`config.mk`:
```
export PLATFORM = sky130hd
export DESIGN_NAME = motor_pid_sequencer
export DESIGN_NICKNAME = d
export VERILOG_FILES = /design/src/rtl/motor_pid_pkg.sv /design/src/rtl/pid_mac.sv /design/src/rtl/motor_pid_sequencer.sv
export SDC_FILE = /design/constraint.sdc
export NUM_CORES = 2
export LEC_CHECK = 0
export CAP_MARGIN = 20
export CORE_ASPECT_RATIO = 1.5
export CORE_MARGIN = 2
export CORE_UTILIZATION = 55
export DETAILED_ROUTE_END_ITERATION = 12
export DONT_BUFFER_PORTS = 1
export PLACE_DENSITY = 0.66
export SLEW_MARGIN = 20
export SYNTH_ARGS = -nofsm -noshare
export SYNTH_HDL_FRONTEND = slang
export SYNTH_SLANG_ARGS = --single-unit
```
`constraint.sdc`:
```
create_clock -name clk_clk -period 21.8 [get_ports clk_clk]
set_clock_uncertainty 0.1 [all_clocks]
set_input_delay 4.36 -clock clk_clk [delete_from_list [all_inputs] [get_ports clk_clk]]
set_output_delay 4.36 -clock clk_clk [all_outputs]
set_load 0.02 [all_outputs]
```
`src/rtl/motor_pid_pkg.sv`:
```
// Shared types, register map, datapath widths and the saturation helper
// for the motor position PID sequencer.
package motor_pid_pkg;

  localparam int E_W     = 16;
  localparam int I_W     = 24;
  localparam int ACC_W   = 42;
  localparam int CMD_MAX = 2047;

  typedef logic [2:0] state_t;

  localparam state_t ST_IDLE   = 3'd0;
  localparam state_t ST_WAIT   = 3'd1;
  localparam state_t ST_SAMPLE = 3'd2;
  localparam state_t ST_ERR    = 3'd3;
  localparam state_t ST_MUL_P  = 3'd4;
  localparam state_t ST_MUL_I  = 3'd5;
  localparam state_t ST_MUL_D  = 3'd6;
  localparam state_t ST_OUT    = 3'd7;

  localparam logic [2:0] ADDR_CTRL       = 3'd0;
  localparam logic [2:0] ADDR_SETPOINT   = 3'd1;
  localparam logic [2:0] ADDR_KP         = 3'd2;
  localparam logic [2:0] ADDR_KI         = 3'd3;
  localparam logic [2:0] ADDR_KD         = 3'd4;
  localparam logic [2:0] ADDR_SAMPLE_DIV = 3'd5;
  localparam logic [2:0] ADDR_LAST_CMD   = 3'd6;
  localparam logic [2:0] ADDR_STATUS     = 3'd7;

  localparam logic signed [63:0] E_MAX   = 64'sd32767;
  localparam logic signed [63:0] E_MIN   = -64'sd32768;
  localparam logic signed [63:0] I_LIM   = 64'sd8388607;
  localparam logic signed [63:0] CMD_LIM = 64'(CMD_MAX);

  function automatic logic signed [63:0] saturate(
    input logic signed [63:0] v,
    input logic signed [63:0] lo,
    input logic signed [63:0] hi
  );
    if (v > hi) return hi;
    if (v < lo) return lo;
    return v;
  endfunction

endpackage

```
`src/rtl/pid_mac.sv`:
```
// Time-shared signed multiply-accumulate. acc shows the running sum including
// the product presented this cycle, so the scheduler can use it without a bubble.
module pid_mac
  import motor_pid_pkg::*;
(
  input  logic                    clk,
  input  logic                    rst_n,
  input  logic                    clr,
  input  logic                    en,
  input  logic signed [I_W-1:0]   a,
  input  logic signed [E_W-1:0]   b,
  output logic signed [ACC_W-1:0] acc
);

  logic signed [I_W+E_W-1:0] prod;
  logic signed [ACC_W-1:0]   base;
  logic signed [ACC_W-1:0]   acc_q;
  logic signed [ACC_W-1:0]   acc_d;

  always_comb begin
    prod  = a * b;
    base  = clr ? '0 : acc_q;
    acc_d = acc_q;
    if (en) acc_d = base + ACC_W'(prod);
  end

  assign acc = acc_d;

  always_ff @(posedge clk or negedge rst_n) begin
    if (!rst_n) acc_q <= '0;
    else        acc_q <= acc_d;
  end

endmodule

```
`src/rtl/motor_pid_sequencer.sv`:
```
// Sample-period PID position loop: register file, tick counter, scheduler FSM
// driving the shared MAC, and saturated signed duty-command output.
module motor_pid_sequencer
  import motor_pid_pkg::*;
#(
  parameter int unsigned SAMPLE_DIV_RST = 50000,
  parameter int unsigned GAIN_FRAC      = 8
) (
  input  logic        clk_clk,
  input  logic        rst_reset_n,
  input  logic [2:0]  avs_address,
  input  logic        avs_write,
  input  logic [31:0] avs_writedata,
  input  logic        avs_read,
  output logic [31:0] avs_readdata,
  input  logic [31:0] pos_in,
  output logic        cmd_write,
  output logic [31:0] cmd_writedata
);

  logic enable_q, enable_d, overrun_q, overrun_d, clr_int;
  logic [31:0] setpoint_q, setpoint_d, sample_div_q, sample_div_d;
  logic [15:0] kp_q, kp_d, ki_q, ki_d, kd_q, kd_d;
  logic [31:0] last_cmd_q, last_cmd_d, cmd_data_q, cmd_data_d;
  logic        cmd_write_q, cmd_write_d, stop_pend_q, stop_pend_d;
  state_t      state_q, state_d;
  logic [31:0] tick_cnt_q, tick_cnt_d, div_eff, pos_q, pos_d, rdata;
  logic        tick, abort;
  logic signed [E_W-1:0] e_q, e_d, d_q, d_d, e_prev_q, e_prev_d, e_new, d_new;
  logic signed [I_W-1:0] integ_q, integ_d, i_new;
  logic signed [63:0]    err_full, dif_full, int_full;
  logic                  mac_clr, mac_en;
  logic signed [I_W-1:0] mac_a;
  logic signed [E_W-1:0] mac_b;
  logic signed [ACC_W-1:0] mac_acc, acc_sh;
  logic [31:0] cmd_u;

  assign div_eff = (sample_div_q == 32'd0) ? 32'd1 : sample_div_q;
  assign tick    = enable_q && (tick_cnt_q >= div_eff - 32'd1);

  assign err_full = 64'($signed(setpoint_q)) - 64'($signed(pos_q));
  assign e_new    = E_W'(saturate(err_full, E_MIN, E_MAX));
  assign dif_full = 64'(e_new) - 64'(e_prev_q);
  assign d_new    = E_W'(saturate(dif_full, E_MIN, E_MAX));
  assign int_full = 64'(integ_q) + 64'(e_new);
  assign i_new    = I_W'(saturate(int_full, -I_LIM, I_LIM));

  // The command leaves in the OUT cycle, so it is taken from the MAC sum as the D term lands.
  assign acc_sh = mac_acc >>> GAIN_FRAC;
  assign cmd_u  = 32'(saturate(64'(acc_sh), -CMD_LIM, CMD_LIM));

  always_comb begin
    enable_d     = enable_q;
    overrun_d    = overrun_q;
    setpoint_d   = setpoint_q;
    kp_d         = kp_q;
    ki_d         = ki_q;
    kd_d         = kd_q;
    sample_div_d = sample_div_q;
    clr_int      = 1'b0;
    if (avs_write) begin
      case (avs_address)
        ADDR_CTRL: begin
          enable_d = avs_writedata[0];
          clr_int  = avs_writedata[1];
          if (avs_writedata[2]) overrun_d = 1'b0;
        end
        ADDR_SETPOINT:   setpoint_d   = avs_writedata;
        ADDR_KP:         kp_d         = avs_writedata[15:0];
        ADDR_KI:         ki_d         = avs_writedata[15:0];
        ADDR_KD:         kd_d         = avs_writedata[15:0];
        ADDR_SAMPLE_DIV: sample_div_d = avs_writedata;
        default: ;
      endcase
    end
    if (tick && state_q != ST_WAIT) overrun_d = 1'b1;
    if (!enable_q || tick) tick_cnt_d = 32'd0;
    else                   tick_cnt_d = tick_cnt_q + 32'd1;
  end

  always_comb begin
    state_d     = state_q;
    pos_d       = pos_q;
    e_d         = e_q;
    d_d         = d_q;
    e_prev_d    = e_prev_q;
    integ_d     = integ_q;
    cmd_write_d = 1'b0;
    cmd_data_d  = cmd_data_q;
    last_cmd_d  = last_cmd_q;
    stop_pend_d = stop_pend_q;
    mac_clr     = 1'b0;
    mac_en      = 1'b0;
    mac_a       = '0;
    mac_b       = '0;
    abort       = (state_q != ST_IDLE) && !enable_d;
    case (state_q)
      ST_IDLE:   if (enable_q) state_d = ST_WAIT;
      ST_WAIT:   if (tick) state_d = ST_SAMPLE;
      ST_SAMPLE: begin
        pos_d   = pos_in;
        state_d = ST_ERR;
      end
      ST_ERR: begin
        e_d      = e_new;
        d_d      = d_new;
        integ_d  = i_new;
        e_prev_d = e_new;
        state_d  = ST_MUL_P;
      end
      ST_MUL_P: begin
        mac_clr = 1'b1;
        mac_en  = 1'b1;
        mac_a   = I_W'(e_q);
        mac_b   = $signed(kp_q);
        state_d = ST_MUL_I;
      end
      ST_MUL_I: begin
        mac_en  = 1'b1;
        mac_a   = integ_q;
        mac_b   = $signed(ki_q);
        state_d = ST_MUL_D;
      end
      ST_MUL_D: begin
        mac_en  = 1'b1;
        mac_a   = I_W'(d_q);
        mac_b   = $signed(kd_q);
        state_d = ST_OUT;
        if (!abort) begin
          cmd_write_d = 1'b1;
          cmd_data_d  = cmd_u;
          last_cmd_d  = cmd_u;
        end
      end
      default:   state_d = ST_WAIT;
    endcase
    if (abort) state_d = ST_IDLE;
    // A stop requested while a command is on the bus is deferred one cycle.
    if (abort || stop_pend_q) begin
      if (cmd_write_q) begin
        stop_pend_d = 1'b1;
      end else begin
        stop_pend_d = 1'b0;
        cmd_write_d = 1'b1;
        cmd_data_d  = 32'd0;
      end
    end
    if (clr_int) begin
      integ_d  = '0;
      e_prev_d = '0;
    end
  end

  pid_mac u_mac (
    .clk   (clk_clk),
    .rst_n (rst_reset_n),
    .clr   (mac_clr),
    .en    (mac_en),
    .a     (mac_a),
    .b     (mac_b),
    .acc   (mac_acc)
  );

  always_comb begin
    rdata = '0;
    case (avs_address)
      ADDR_CTRL:       rdata = {29'd0, overrun_q, 1'b0, enable_q};
      ADDR_SETPOINT:   rdata = setpoint_q;
      ADDR_KP:         rdata = {{16{kp_q[15]}}, kp_q};
      ADDR_KI:         rdata = {{16{ki_q[15]}}, ki_q};
      ADDR_KD:         rdata = {{16{kd_q[15]}}, kd_q};
      ADDR_SAMPLE_DIV: rdata = sample_div_q;
      ADDR_LAST_CMD:   rdata = last_cmd_q;
      default:         rdata = {integ_q, 5'd0, state_q};
    endcase
    avs_readdata = avs_read ? rdata : 32'd0;
  end

  assign cmd_write     = cmd_write_q;
  assign cmd_writedata = cmd_data_q;

  always_ff @(posedge clk_clk or negedge rst_reset_n) begin
    if (!rst_reset_n) begin
      enable_q     <= 1'b0;
      overrun_q    <= 1'b0;
      setpoint_q   <= '0;
      kp_q         <= '0;
      ki_q         <= '0;
      kd_q         <= '0;
      sample_div_q <= 32'(SAMPLE_DIV_RST);
      last_cmd_q   <= '0;
      cmd_data_q   <= '0;
      cmd_write_q  <= 1'b0;
      stop_pend_q  <= 1'b0;
      state_q      <= ST_IDLE;
      tick_cnt_q   <= '0;
      pos_q        <= '0;
      e_q          <= '0;
      d_q          <= '0;
      e_prev_q     <= '0;
      integ_q      <= '0;
    end else begin
      enable_q     <= enable_d;
      overrun_q    <= overrun_d;
      setpoint_q   <= setpoint_d;
      kp_q         <= kp_d;
      ki_q         <= ki_d;
      kd_q         <= kd_d;
      sample_div_q <= sample_div_d;
      last_cmd_q   <= last_cmd_d;
      cmd_data_q   <= cmd_data_d;
      cmd_write_q  <= cmd_write_d;
      stop_pend_q  <= stop_pend_d;
      state_q      <= state_d;
      tick_cnt_q   <= tick_cnt_d;
      pos_q        <= pos_d;
      e_q          <= e_d;
      d_q          <= d_d;
      e_prev_q     <= e_prev_d;
      integ_q      <= integ_d;
    end
  end

endmodule

```
==> changes_impl.md <==
### Physical design

* Reg-to-reg endpoint: last_cmd_q[6]
* Sinks on Clock Net at between 300 and 400
* Crit path time final at 10790 ps
* Finished Core Util at roughly three fifths
* Average vias per placed instance at around 6.0
* Cells taking the most area after synthesis: sky130_fd_sc_hd__dfrtp_1 (24%), sky130_fd_sc_hd__fa_1 (23%), sky130_fd_sc_hd__ha_1 (7.5%)
* Worst-case hold path end point: u_mac.acc_q[0]
* Floorplan-stage core utilization at 55.4%
* Max stage delay on crit path at ~900 ps
* Met3 track demand over resource in global routing at about 5.4%
* Cell taking the most area after synthesis: sky130_fd_sc_hd__dfrtp_1
* Overall chip area at slightly above 70000 µm²
* CTS Root Buffer Type: sky130_fd_sc_hd__clkbuf_16
* Final cell area excluding filler cells at between 30000 and 40000 µm²
* Via count of the routed design at slightly below 30k
* Most congested layer reported by global routing: met2
* Startpoint-to-endpoint class of the critical path: reg2reg
* Overall global routing resource usage at roughly a third
* Syn Area/Cell at between 8 and 9 µm²
* TritonCTS clock tree: built
* Violation count after the first detailed-routing iteration at ~2.2k
* Top logic cells by instance count in the layout: sky130_fd_sc_hd__inv_1 (577), sky130_fd_sc_hd__nand2_1 (498), sky130_fd_sc_hd__fa_1 (428), sky130_fd_sc_hd__nor2_1 (373), sky130_fd_sc_hd__dfrtp_1 (353)
* Crit path top cell by count: sky130_fd_sc_hd__fa_1
* Fmax at approximately 0.093 GHz
* Cell count of the worst reg-to-reg path at 29
* Post-cts sizing count at 0
* Result of the run: completed
* Share of synthesized area spent on multiplexers at roughly 5.4%
* Maximum level of the CTS H-tree at 2
* Most common cell after layout, fill and taps aside: sky130_fd_sc_hd__inv_1
* Hold Startpoint: u_mac.acc_q[0]
* Top-area cell type share of the netlist area at about a quarter
* Global-route wire length before repair at between 150 and 200 mm
* Slew headroom at about 14%
* Synth warnings at 0
* DR top layer: met4
* Required time at the endpoint of the critical path at between 20000 and 25000 ps
* Met3 wire length at between 7 and 8 mm
* Routed WL per cell at 23.2 µm
* Unique cell types at around 94
* Number of flops mapped to enable cells by yosys at 0
* Weighted congestion at the end of routability-driven global placement at roughly 1.0
* Overall power at 0.00207 W
* Final TNS setup at 0 ps
* Max VDD drop at between 0.07 and 0.08 mV
* I/O pin count at about 140
* Final routed wirelength across all metal layers at roughly 120 mm
* Yosys-reported design area after synthesis at 37500 µm²
* Type of origin of the critical path: flop
* Type of the tightest min-delay check: reg2reg
* Final worst hold slack at 372 ps
* Reg2Reg Setup Slack at around 11000 ps
* Finish-stage setup viols at 0
* Filler cell count in the final layout at just over 6k
* Top cell type by instance count after synthesis: sky130_fd_sc_hd__inv_1
* End point of the critical path: last_cmd_q[6]
* Crit share post-route at between 40% and 50%
* Number of buffers between clock root and the deepest sink at 3
* Buffers plus inverters on the worst setup path at 7
* Post-detailed-placement half-perimeter wirelength at 92.0 mm
* Remaining DRCs at 0
* Transition time of the tightest slew-check pin at around 1300 ps
* Cell Rows at ~120
* Post-Syn Nets at roughly 4.9k
* Placement Cell Area at 38300 µm²
* Maximum number of pins on one net before global-route repair at between 300 and 400
==> final cells by class <==
type	instances	area [µm²]	share of cell area (%)
clock buffer	56	1120	2.82
clock inverter	19	268	0.673
inverter	577	2170	5.44
multi-input combinational	3040	25600	64.4
sequential	361	9040	22.7
tap	892	1120	2.81
timing repair buffer	55	435	1.09
==> metrics by stage <==
stage | cells | worst slack, ps
final | 5000 | 11010
after global routing | 5000 | 10630
after CTS | 4997 | 11010
after detailed placement | 4922 | 11010
after global placement | 4921 | 11040
after floorplan | 4182 | 11140
==> report_power, final <==
group,total (W),internal [W],switching (W)
clock,0.000735,0.000414,0.000320
sequential,0.000806,0.000725,0.0000818
combinational,0.000526,0.000209,0.000318
total,0.00207,0.00135,0.000720
Figure 1. Sequential cells grouped by signal name.
The bar under the picture is 50 µm long.
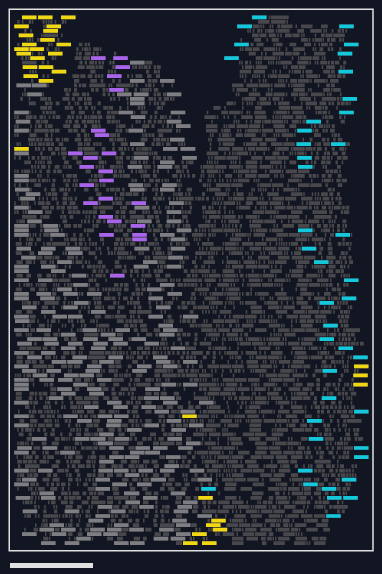
cmd_writedata -> yellow  # flops 32
u_mac.acc_q -> cyan  # flops 42, where a column on the right
integ_q -> purple  # flops 24
not coloured = 263

Figure 2. Wiring by layer.
Two of the layers only.
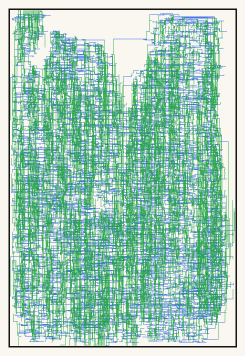
metal 2 -> green  # wire length 57.2 mm
metal 1 -> blue  # wire length 41.6 mm

Power is estimated from default activity; no workload was simulated.
